Fig. 1: run 1, metal 3
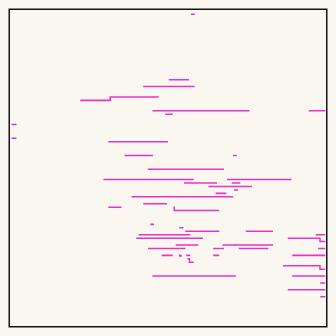
Fig. 2: run 1, cell placement
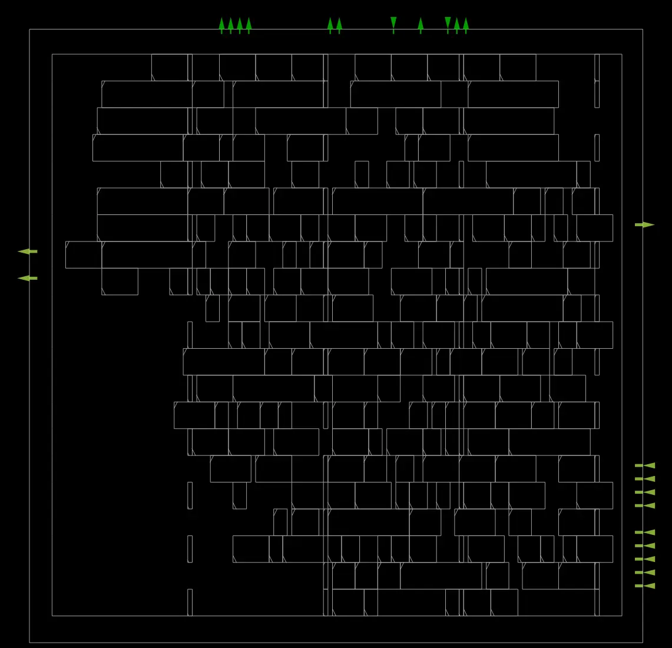
Fig. 3: run 1, routed clock nets over the placement
The bar under the picture is 20 microns long.
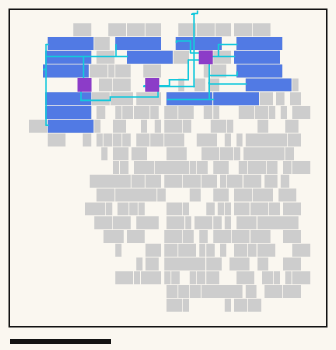
==> src/rtl/arbiter_rr_n.sv <==
// -----------------------------------------------------------------------------
// arbiter_rr_n
//
// Registered N-requester arbiter with grant locking and a run-time choice
// between fixed-priority and round-robin selection. The grant register holds
// while the current holder keeps requesting. The next grant is issued on the
// same edge that samples the holder's release, so there is no idle cycle
// between holders.
//
// Vectors are declared [0:N-1]. Index 0 is the highest fixed priority.
//
// Optional feature macro: ARB_TIMEOUT_EN
//   When defined, a holder that has kept the grant for MAXHOLD cycles while
//   another requester waits is forced to yield. When undefined, a holder
//   keeps the grant for as long as it requests, and MAXHOLD is unused.
//
// Ports:
//   clk    in   rising-edge clock
//   rst_n  in   asynchronous active-low reset
//   r      in   [0:N-1] request vector
//   mode   in   0 = fixed priority, 1 = round-robin
//   g      out  [0:N-1] registered one-hot (or zero) grant
//   gid    out  [IW-1:0] index of the set bit in g, 0 when g is zero
//   valid  out  |g, registered alongside g
// -----------------------------------------------------------------------------
module arbiter_rr_n #(
    parameter int N       = 8,
    parameter int MAXHOLD = 16,
    parameter int IW      = $clog2(N)
) (
    input  logic          clk,
    input  logic          rst_n,
    input  logic [0:N-1]  r,
    input  logic          mode,
    output logic [0:N-1]  g,
    output logic [IW-1:0] gid,
    output logic          valid
);

    if (N < 2 || N > 32 || MAXHOLD < 2) begin : g_bad_param
        $error("arbiter_rr_n: illegal parameters N=%0d MAXHOLD=%0d", N, MAXHOLD);
    end

    logic [0:N-1]  g_q, g_d;
    logic [IW-1:0] gid_q, gid_d;
    logic          valid_q, valid_d;
    logic [IW-1:0] ptr_q, ptr_d;

    logic          holding;
    logic          timeout;
    logic [0:N-1]  cand;
    logic          sel_found;
    logic [IW-1:0] sel_idx;
    int            start_idx;
    int            scan_idx;

`ifdef ARB_TIMEOUT_EN
    localparam int HW = $clog2(MAXHOLD);

    logic [HW-1:0] hcnt_q, hcnt_d;
    logic          others_req;
`endif

    // Timeout detection and the candidate set
    always_comb begin
        holding = valid_q & r[gid_q];
`ifdef ARB_TIMEOUT_EN
        others_req = |(r & ~g_q);
        timeout    = holding && (hcnt_q == HW'(MAXHOLD - 1)) && others_req;
`else
        timeout    = 1'b0;
`endif
        // On a forced timeout the holder must not win the re-arbitration.
        cand = timeout ? (r & ~g_q) : r;
    end

    // Selection: circular scan from ptr in round-robin mode, from 0 in fixed
    // mode. Scanning from 0 yields the lowest set index, i.e. the daisy chain.
    always_comb begin
        sel_found = 1'b0;
        sel_idx   = '0;
        start_idx = mode ? int'(ptr_q) : 0;
        scan_idx  = 0;
        for (int k = 0; k < N; k++) begin
            scan_idx = start_idx + k;
            if (scan_idx >= N) begin
                scan_idx = scan_idx - N;
            end
            if (!sel_found && cand[scan_idx]) begin
                sel_found = 1'b1;
                sel_idx   = IW'(scan_idx);
            end
        end
    end

    // Next-state: keep, new grant, or idle
    always_comb begin
        g_d     = g_q;
        gid_d   = gid_q;
        valid_d = valid_q;
        ptr_d   = ptr_q;
`ifdef ARB_TIMEOUT_EN
        hcnt_d  = '0;
`endif
        if (holding && !timeout) begin
`ifdef ARB_TIMEOUT_EN
            // Reaching the limit with nobody else waiting restarts the count
            // instead of forcing a yield.
            if (hcnt_q == HW'(MAXHOLD - 1)) begin
                hcnt_d = '0;
            end else begin
                hcnt_d = hcnt_q + HW'(1);
            end
`endif
        end else if (sel_found) begin
            g_d          = '0;
            g_d[sel_idx] = 1'b1;
            gid_d        = sel_idx;
            valid_d      = 1'b1;
            ptr_d        = (sel_idx == IW'(N - 1)) ? '0 : sel_idx + IW'(1);
        end else begin
            g_d     = '0;
            gid_d   = '0;
            valid_d = 1'b0;
        end
    end

    // Grant and pointer registers
    always_ff @(posedge clk or negedge rst_n) begin
        if (!rst_n) begin
            g_q     <= '0;
            gid_q   <= '0;
            valid_q <= 1'b0;
            ptr_q   <= '0;
        end else begin
            g_q     <= g_d;
            gid_q   <= gid_d;
            valid_q <= valid_d;
            ptr_q   <= ptr_d;
        end
    end

`ifdef ARB_TIMEOUT_EN
    always_ff @(posedge clk or negedge rst_n) begin
        if (!rst_n) begin
            hcnt_q <= '0;
        end else begin
            hcnt_q <= hcnt_d;
        end
    end
`endif

    assign g     = g_q;
    assign gid   = gid_q;
    assign valid = valid_q;

endmodule

==> config.mk <==
export PLATFORM = sky130hd
export DESIGN_NAME = arbiter_rr_n
export DESIGN_NICKNAME = d
export VERILOG_FILES = /design/src/rtl/arbiter_rr_n.sv
export SDC_FILE = /design/constraint.sdc
export NUM_CORES = 1
export LEC_CHECK = 0
export CAP_MARGIN = 0
export CORE_MARGIN = 2
export CORE_UTILIZATION = 50
export DETAILED_ROUTE_END_ITERATION = 6
export PLACE_DENSITY = 0.83
export SLEW_MARGIN = 25
export SYNTH_ARGS = -nofsm -noshare
export SYNTH_HDL_FRONTEND = slang
export SYNTH_SLANG_ARGS = --single-unit
==> constraint.sdc <==
create_clock -name clk -period 8.4 [get_ports clk]
set_input_delay 2.52 -clock clk [delete_from_list [all_inputs] [get_ports clk]]
set_output_delay 2.52 -clock clk [all_outputs]
set_load 0.1 [all_outputs]
==> deck_impl_summary.md, run 1 <==
Key Metrics from the Run

Layout
  • Inverters: 7
  • Signal buffers share of area: a little under an eighth
  • Top cells excl fill/tap: clkdlybuf4s50_1 (22), nor2_1 (20), mux2i_1 (16)
  • Design Area, Final: around 1900 sq um
  • Clk cell area share: 1.350%
  • Seq area share: roughly a fifth
  • Max reg flops: 8

Timing
  • RSZ-0062 raised after global routing: false
  • Setup TNS: 0 ps
  • Fmax: roughly 170 MHz
  • Fin Hold WS: ~510 ps
  • Measured slew at the worst slew-check pin: ~970 ps

Detailed routing
  • Remaining DRCs: 0
  • Top layer in use: met4
  • Via count: 1,574
  • Total iterations of the first detailed-routing run: 4

Outcome
  • Status: complete, no violations

GRT
  • M3 GR Usage: between 4 and 5%
  • GRT met2 Usage: between 30% and 40%
  • Remaining global-route overflow: 0

Synthesis
  • Async set-or-reset flop fraction in the synthesized netlist: 100.0%
  • Top cells by count: nor2_1 (20), mux2i_1 (16), dfrtp_1 (15)
  • Synth area leaders: dfrtp_1 (22%), mux2i_1 (9.4%), mux4_2 (7.9%), mux2_2 (5.9%), nor2_1 (4.4%)
  • Syn_nets: between 200 and 250
  • Yosys stat cell total: about 190
  • Post-synth area from yosys stat: between 1500 and 2000 sq um

Worst setup path
  • End of the critical path: ptr_q[2]$_DFFE_PN0P_
  • Crit path from: mode
  • Worst R2R Path Depth: 9

Min path
  • Hold Startpoint: g[0]$_DFFE_PN0N_

Flow run
  • Maxcap violations: 0

Place
  • RePlAce Congestion: 0.9762

Clock network
  • Clk latency late pin: 280 ps
  • Post-cts gate resize count: 0
  • Max Root-Sink Buffers: 2
About Fig. 1:
- share of all routed wire: 6.9%
- nets with wire on the layer: 40
- longest straight run: 19.8 microns

About Fig. 2:
row cnt: 21
fin util: 58.81%
filler cell count: 300
Core Region: 3311 sq um

About Fig. 3:
- flip-flops: blue (count 15)
- clock drivers: purple (count 3)
- clock wires: cyan (length 153 microns)
- routed clock nets: 4

-- run 1: kinds of logic after synthesis --
group	Yosys count	share of synthesized area (%)
AND-OR/OR-AND	61	26.87
XOR/XNOR	3	1.542
adder cells (fa/ha/maj)	1	0.7341
buffers and inverters	18	5.139
flip-flops	15	22.03
multiplexers	33	25.26
AND/OR/NAND/NOR	58	18.43
-- run 1: per-stage QoR --
stage	util, %	std cells
floorplan	-	189
global placement	58.01	246
detailed placement	58.01	246
CTS	58.81	250
global route	58.81	250
finish	58.81	250
Fig. 4: run 1, ports around the boundary
Pins as bars across the die edge, other pins in grey.
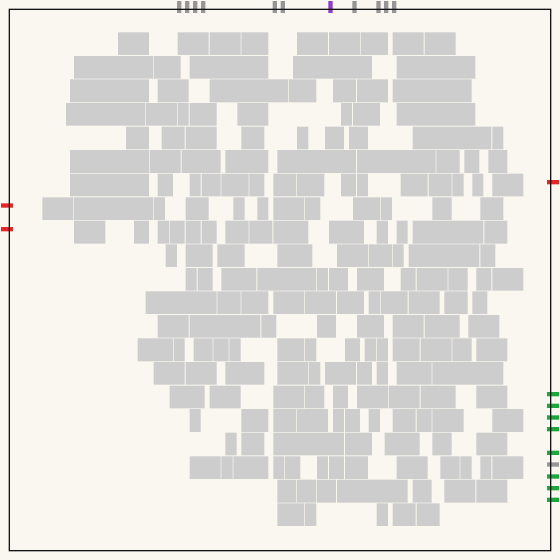

==> run 2, diff against run 1 <==
- clock period: 8.4 -> 5.6 ns (I/O delays scaled with it)
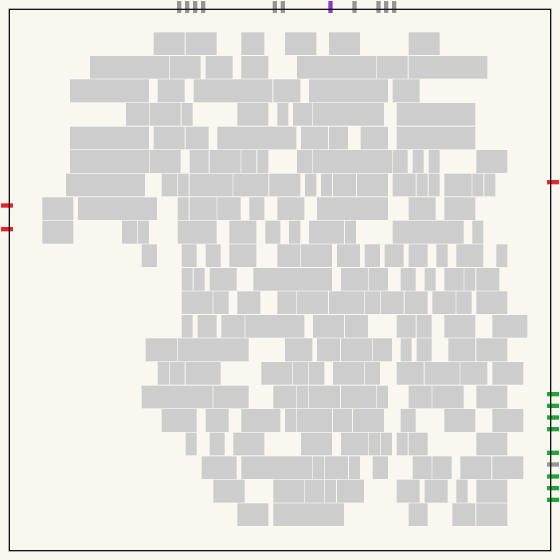
Fig. 5. Ports around the boundary (run 2).
Pins as bars across the die edge, other pins in grey.
- r: green (pins 8; direction input; edge east)
- clk: purple (pins 1; direction input; edge north)
- gid: red (pins 3; direction output; edge 2 west, 1 east)
- all pins by edge: 11 north, 10 east, 2 west

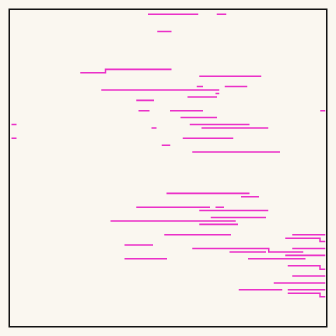
Fig. 6. Metal 3 (run 2).
- main direction: horizontal
- longest straight run: 24.4 microns
- wire length on this layer: 383 microns
- share of all routed wire: 8.8%
- nets with wire on the layer: 37

==> run 2 against run 1 <==
  * Register-to-register slack got worse by 2700 ps
  * Highest routed layer unchanged
  * First-iteration DRC count decreased by 2.9%
  * Synthesized cell count unchanged
  * Via count increased by 2.9%
  * Clock skew increased by 12 ps
==> deck_impl_summary.md, run 2 <==
Key Metrics from the Run

Synthesis
  • Yosys stat cell total: 189
  • Adder Area Share: less than 1%
  • Async set-or-reset flop fraction in the synthesized netlist: 100.0%
  • Top cells by count: nor2_1 (20), mux2i_1 (16), dfrtp_1 (15)
  • Dominant kind of combinational cell: AND-OR/OR-AND gates
  • Area fraction in mux cells: 25.26%
  • Yosys xor share: around 1.5%
  • Syn_nets: between 200 and 250
  • Post-synth area from yosys stat: between 1500 and 2000 sq um

Outcome
  • Status: complete, no violations

Timing
  • Fmax: 206.5 MHz
  • Fin Hold WS: slightly above 500 ps
  • RSZ-0062 raised after global routing: false
  • Setup TNS: 0 ps
  • Measured slew at the worst slew-check pin: 972.6 ps

Detailed routing
  • Top layer in use: met4
  • Total iterations of the first detailed-routing run: 4
  • Remaining DRCs: 0
  • Via count: about 1,600

Floorplanning
  • Core Region: roughly 3300 sq um
  • Row cnt: 21

Clock network
  • Post-cts gate resize count: 0
  • Hold buffer count at CTS: 0
  • Clk latency late pin: 300 ps

Flow run
  • Maxcap violations: 0

Min path
  • Hold Startpoint: g[0]$_DFFE_PN0N_

Layout
  • Clk cell area share: about 1.4%
  • Signal buffers share of area: between 10% and 20%
  • Inverters: 7
  • Max reg flops: 8
  • Seq area share: a little under a fifth
  • Top cells excl fill/tap: clkdlybuf4s50_1 (22), nor2_1 (20), mux2i_1 (16)

Worst setup path
  • Crit path from: mode

GRT
  • GRT met2 Usage: 40.63%
  • M3 GR Usage: under 10%

Place
  • Dpl hpwl: roughly 3300 microns
  • RePlAce Congestion: about 0.9
-- run 2: path summary, 6_finish.rpt --
check	to	slack, ps	cells after the start
setup / recovery	ptr_q[2]$_DFFE_PN0P_	760	11
hold / removal	g[0]$_DFFE_PN0N_	500	1
setup reg to reg	ptr_q[2]$_DFFE_PN0P_	2050	10
hold reg to reg	g[0]$_DFFE_PN0N_	500	1
max in group asynchronous	g[7]$_DFFE_PN0N_	3380	1
min in group asynchronous	g[1]$_DFFE_PN0N_	1770	1
-- run 2: stage by stage --
stage,util (%),instances,area [sq um]
floorplan,-,189,1704
global placement,58.47,248,1936
detailed placement,58.47,248,1936
CTS,59.30,252,1963
global route,59.30,252,1963
finish,59.30,252,1963
==> run 3, diff against run 2 <==
- CTS_CLUSTER_DIAMETER: not set -> 200
- MAX_ROUTING_LAYER: not set -> met4
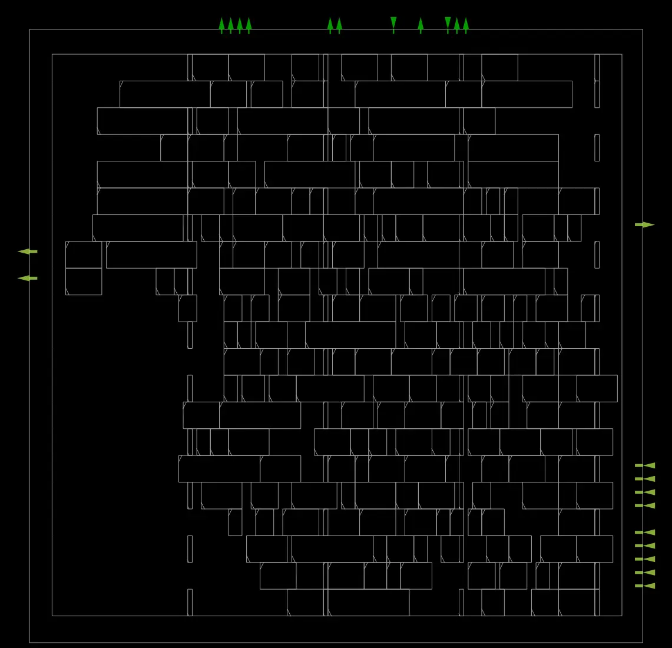
Fig. 7. Cell placement (run 3).
fin util: 59.30%
Tapcell Cnt: 46
filler cell count: 306

==> run 3 against run 2 <==
  * Register-to-register slack about the same
  * Sequential share of layout area did not move
  * Critical path depth unchanged
  * Clock skew stayed put
  * Non-clock buffer count did not move
  * Area after synthesis stayed put
  * Maximum frequency stayed put
  * Flip-flop count unchanged
==> deck_impl_summary.md, run 3 <==
Key Metrics from the Run

Layout
  • Inverters: 7
  • Clk cell area share: 1.402%
  • Top cells excl fill/tap: clkdlybuf4s50_1 (22), nor2_1 (20), mux2i_1 (16)
  • Non-Filler Instances: about 250
  • Comb/total area: a little over three fifths
  • Design Area, Final: a little under 2000 sq um
  • Signal buffers share of area: 11.98%
  • Seq area share: about a fifth

Synthesis
  • Post-synth area from yosys stat: 1704 sq um
  • Async set-or-reset flop fraction in the synthesized netlist: 100.0%
  • Top cells by count: nor2_1 (20), mux2i_1 (16), dfrtp_1 (15)
  • Synth area leaders: dfrtp_1 (22%), mux2i_1 (9.4%), mux4_2 (7.9%), mux2_2 (5.9%), nor2_1 (4.4%)
  • Syn_nets: 201
  • Yosys stat cell total: ~190

Worst setup path
  • Reg2Reg Capture Point: ptr_q[2]$_DFFE_PN0P_
  • CP Depth: 11
  • Worst R2R Path Depth: 10
  • End of the critical path: ptr_q[2]$_DFFE_PN0P_
  • R2R setup slack: approximately 2100 ps

Place
  • Dpl hpwl: about 3300 microns
  • Dpl cell area: a little under 2000 sq um
  • RePlAce Congestion: approximately 0.90

Timing
  • Measured slew at the worst slew-check pin: around 1000 ps
  • Fmax: between 200 and 250 MHz
  • Fin Hold WS: ~500 ps

Clock network
  • Post-cts gate resize count: 0
  • Hold buffer count at CTS: 0
  • Max Root-Sink Buffers: 2

Outcome
  • Status: complete, no violations

Min path
  • Worst hold endpoint: g[0]$_DFFE_PN0N_
  • Hold Startpoint: g[0]$_DFFE_PN0N_
  • Hold Path Depth: 1

Floorplanning
  • Core Region: between 3000 and 4000 sq um
  • Row cnt: 21
  • Die X: between 60 and 70 microns

Detailed routing
  • Vias per Instance: 6.425
  • Total iterations of the first detailed-routing run: 4
  • Via count: around 1,600
  • Remaining DRCs: 0

Flow run
  • Maxcap violations: 0

GRT
  • Remaining global-route overflow: 0
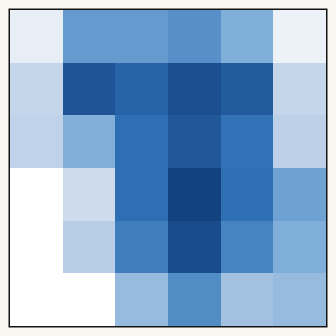
Fig. 8. Local utilization (run 3).
6 x 6 tiles, from white (low) to dark blue (high), 0 to 100% covered.
- emptiest ninth of the die: south-west
- fullest tile: 93%
- nearly empty tiles: 11%
- densest ninth of the die: centre
- tiles over 75% full: 19%

## run 3: cell counts in the layout (fill, tap and decap cells not counted)
Identical to the previous run, type by type.
## run 3: kinds of logic after synthesis
kind of cell	Yosys count	share of synthesized area, %
flip-flops	15	22.03
XOR/XNOR	3	1.542
AND-OR/OR-AND	61	26.87
multiplexers	33	25.26
buffers and inverters	18	5.139
adder cells (fa/ha/maj)	1	0.7341
AND/OR/NAND/NOR	58	18.43
## run 3: layer usage
metal / vias up / track usage (%) / wire, microns
met2: 79 / 40.63 / 1969
met4: 0 / 5.556 / 76
met3: 9 / 4.324 / 383
li1: 760 / - / -
met5: - / - / 0
met1: 771 / 31.60 / 1904
